**src/rtl/shift_seq.sv**
```systemverilog
// rtl/shift_seq.sv - sequencer for a 4-bit universal shift register: load, N shifts, done
//
// Ports:
//   CLK, CLR_N      clock (rising edge) and asynchronous active-low clear
//   REQ             start request, sampled only while idle
//   DIR             shift direction: 0 = right (fill via SIR), 1 = left (fill via SIL)
//   CNT[3:0]        number of shift cycles after the load cycle
//   FILL[1:0]       serial fill: 00 zero, 01 one, 10 rotate, 11 zero
//   ABORT           cancel an operation that is in LOAD or SHIFT
//   Q0, Q3          end taps of the controlled shift register
//   S1, S0          register mode: 00 hold, 01 right, 10 left, 11 load
//   SIR, SIL        serial right / left inputs to the register
//   ACK             one-cycle pulse in the LOAD cycle of an accepted request
//   BUSY            high while not idle
//   DONE            one-cycle completion pulse
//   REM[3:0]        shift cycles still to be issued

module shift_seq (
  input  logic       CLK,
  input  logic       CLR_N,
  input  logic       REQ,
  input  logic       DIR,
  input  logic [3:0] CNT,
  input  logic [1:0] FILL,
  input  logic       ABORT,
  input  logic       Q0,
  input  logic       Q3,
  output logic       S1,
  output logic       S0,
  output logic       SIR,
  output logic       SIL,
  output logic       ACK,
  output logic       BUSY,
  output logic       DONE,
  output logic [3:0] REM
);

  typedef enum logic [1:0] {
    ST_IDLE  = 2'd0,
    ST_LOAD  = 2'd1,
    ST_SHIFT = 2'd2,
    ST_FIN   = 2'd3
  } state_t;

  state_t     state_q, state_d;
  logic       dir_q, dir_d;
  logic [1:0] fill_q, fill_d;
  logic [3:0] rem_q, rem_d;
  logic       s1_q, s1_d;
  logic       s0_q, s0_d;
  logic       ack_q, ack_d;
  logic       busy_q, busy_d;
  logic       done_q, done_d;

  // Next state and captured operands.
  // REM counts the shift cycles still to issue, including the current one,
  // so the first SHIFT cycle still shows the full count and the last shows 1.
  always_comb begin
    state_d = state_q;
    dir_d   = dir_q;
    fill_d  = fill_q;
    rem_d   = rem_q;
    unique case (state_q)
      ST_IDLE: begin
        // REQ beats ABORT here: ABORT has no meaning while idle.
        if (REQ) begin
          state_d = ST_LOAD;
          dir_d   = DIR;
          fill_d  = FILL;
          rem_d   = CNT;
        end
      end
      ST_LOAD: begin
        if (ABORT) begin
          state_d = ST_IDLE;
          rem_d   = 4'd0;
        end else if (rem_q != 4'd0) begin
          state_d = ST_SHIFT;
        end else begin
          state_d = ST_FIN;
        end
      end
      ST_SHIFT: begin
        if (ABORT) begin
          state_d = ST_IDLE;
          rem_d   = 4'd0;
        end else if (rem_q > 4'd1) begin
          rem_d = rem_q - 4'd1;
        end else begin
          // Last shift issued; saturate at zero rather than wrap.
          state_d = ST_FIN;
          rem_d   = 4'd0;
        end
      end
      ST_FIN: begin
        state_d = ST_IDLE;
      end
      default: begin
        state_d = ST_IDLE;
        rem_d   = 4'd0;
      end
    endcase
  end

  // Outputs are decoded from the next state so they land in flops aligned
  // with the state they describe.
  always_comb begin
    s1_d   = 1'b0;
    s0_d   = 1'b0;
    ack_d  = 1'b0;
    busy_d = (state_d != ST_IDLE);
    done_d = (state_d == ST_FIN);
    unique case (state_d)
      ST_LOAD: begin
        s1_d  = 1'b1;
        s0_d  = 1'b1;
        ack_d = 1'b1;
      end
      ST_SHIFT: begin
        s1_d = dir_d;
        s0_d = ~dir_d;
      end
      default: begin
        s1_d = 1'b0;
        s0_d = 1'b0;
      end
    endcase
  end

  always_ff @(posedge CLK or negedge CLR_N) begin
    if (!CLR_N) begin
      state_q <= ST_IDLE;
      dir_q   <= 1'b0;
      fill_q  <= 2'b00;
      rem_q   <= 4'd0;
      s1_q    <= 1'b0;
      s0_q    <= 1'b0;
      ack_q   <= 1'b0;
      busy_q  <= 1'b0;
      done_q  <= 1'b0;
    end else begin
      state_q <= state_d;
      dir_q   <= dir_d;
      fill_q  <= fill_d;
      rem_q   <= rem_d;
      s1_q    <= s1_d;
      s0_q    <= s0_d;
      ack_q   <= ack_d;
      busy_q  <= busy_d;
      done_q  <= done_d;
    end
  end

  // Serial fill is combinational so a rotate sees the live end tap.
  always_comb begin
    SIR = 1'b0;
    SIL = 1'b0;
    if (state_q == ST_LOAD || state_q == ST_SHIFT) begin
      unique case (fill_q)
        2'b01: begin
          SIR = 1'b1;
          SIL = 1'b1;
        end
        2'b10: begin
          SIR = Q3;
          SIL = Q0;
        end
        default: begin
          SIR = 1'b0;
          SIL = 1'b0;
        end
      endcase
    end
  end

  assign S1   = s1_q;
  assign S0   = s0_q;
  assign ACK  = ack_q;
  assign BUSY = busy_q;
  assign DONE = done_q;
  assign REM  = rem_q;

endmodule

```
**config.mk**
```make
export PLATFORM = sky130hd
export DESIGN_NAME = shift_seq
export DESIGN_NICKNAME = d
export VERILOG_FILES = /design/src/rtl/shift_seq.sv
export SDC_FILE = /design/constraint.sdc
export NUM_CORES = 1
export LEC_CHECK = 0
export CAP_MARGIN = 20
export CORE_ASPECT_RATIO = 1.1
export CORE_MARGIN = 2
export CORE_UTILIZATION = 40
export CTS_CLUSTER_DIAMETER = 200
export CTS_CLUSTER_SIZE = 14
export DETAILED_ROUTE_END_ITERATION = 16
export GPL_TIMING_DRIVEN = 0
export PLACE_DENSITY = 0.72
export SYNTH_ARGS = -nofsm -noshare
export SYNTH_HDL_FRONTEND = slang
export SYNTH_SLANG_ARGS = --single-unit
```
**constraint.sdc**
```tcl
create_clock -name CLK -period 3.48 [get_ports CLK]
set_clock_uncertainty 0.1 [all_clocks]
set_input_delay 0.696 -clock CLK [delete_from_list [all_inputs] [get_ports CLK]]
set_output_delay 0.696 -clock CLK [all_outputs]
set_load 0.05 [all_outputs]
```
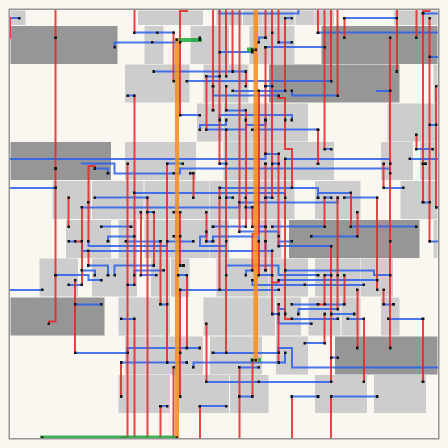
(images/closeup.png)
Window x 9 to 39, y 1 to 31 microns. Cells in grey, sequential cells in the stronger grey; small squares are vias.
red -> M2
green -> M3
orange -> M4
blue -> M1
most frequent = clkdlybuf4s50_1 (9), inv_1 (8), dfrtp_1 (7)
sequential cells in the window = 7
netlist names of flops here include = `REM` (4)
cells with their middle in the window = 54

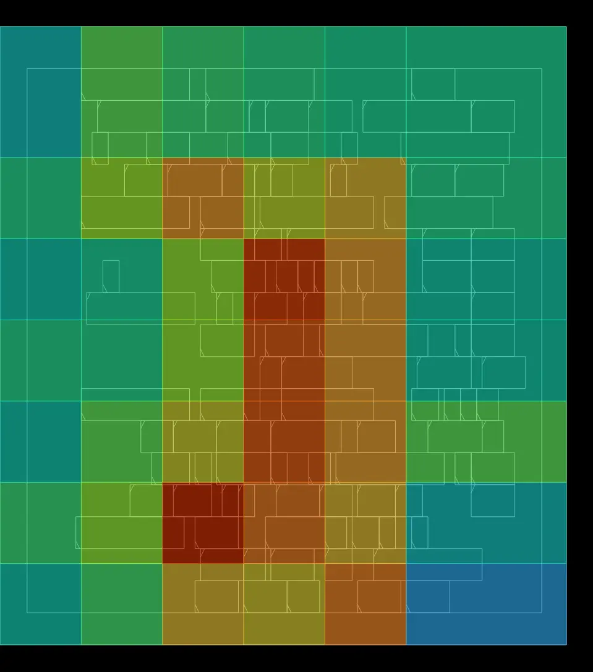
(images/congestion_map.png)
met1 GRT Util: 16.2%
M2 GR Usage: 29.3%
Final Util: 57.3%

==> flow_metrics.env <==
# source this file to load flow results
export IMPL_ys_warn_count=0
export IMPL_cts_max_level=1
export IMPL_rows=17
export IMPL_clock_latency_ns=0.29
export IMPL_drt_iter0_drc=8
export IMPL_clkbuf_count=4
export IMPL_antenna_found_initial=0
export IMPL_synthCells=79
export IMPL_drc_errors=0
export IMPL_maxCapViolCount=0
export IMPL_synth_seq_cells=14
export IMPL_post_cts_setup_buffer_count=0
export IMPL_cts_hold_buf=0
export IMPL_netlist_top_cells_count="14 x dfrtp_1, 12 x inv_1, 9 x ha_1"
export IMPL_topCellsByArea="dfrtp_1 41%, ha_1 13%, inv_1 5.3%"
export IMPL_fin_nets=129
export IMPL_area_growth_syn_to_layout_pct=35.2
export IMPL_fp_dieW_microns=48.1
export IMPL_fp_util_pct=42.4
export IMPL_ff_latch_area_sq_um=350
export IMPL_synth_top_area_share_pct=40.9
export IMPL_powerSeq_uw=303
export IMPL_postRouteAntennaNets=0
export IMPL_fa_ha_area_share_pct=13.2
export IMPL_async_flop_share_pct=100
export IMPL_use_met3_pct=3.10
export IMPL_fin_tns_setup_ns=0
export IMPL_p_sw_share_pct=49.4
export IMPL_ys_types=30
export IMPL_avgRoutedWirePerCell_microns=13.1
export IMPL_hold_violations=0
export IMPL_cp_endpoint="SIL"
export IMPL_clockBufferDepth=2
export IMPL_synth_area_yosys_sq_um=856
export IMPL_layout_nonclk_buf_share_pct=19.9
export IMPL_r2r_start="REM[0]"
export IMPL_busiest_layer="met2"
export IMPL_path_max_fanout=6
export IMPL_setup_ws_ns=0.426
export IMPL_gp_congestion=0.740
export IMPL_status="complete, no violations"
export IMPL_avgSynthCellArea_sq_um=10.8
export IMPL_yosysCellCount=79
export IMPL_io_pins=24
export IMPL_edf_count=0
export IMPL_syn_nets=101
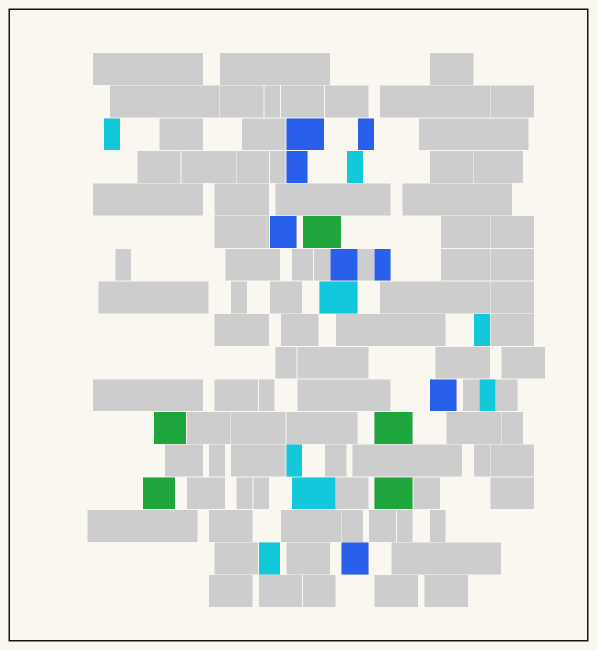
(images/gates.png)
(12 px per micron)
blue -> nand cells  # cells 8
green -> non-inverting ao/oa cells  # cells 5
cyan -> nor cells  # cells 8
combinational fraction of the cell area: 39.1%
Non-Filler Instances: 134
most used logic cell in the final layout: clkdlybuf4s50_1

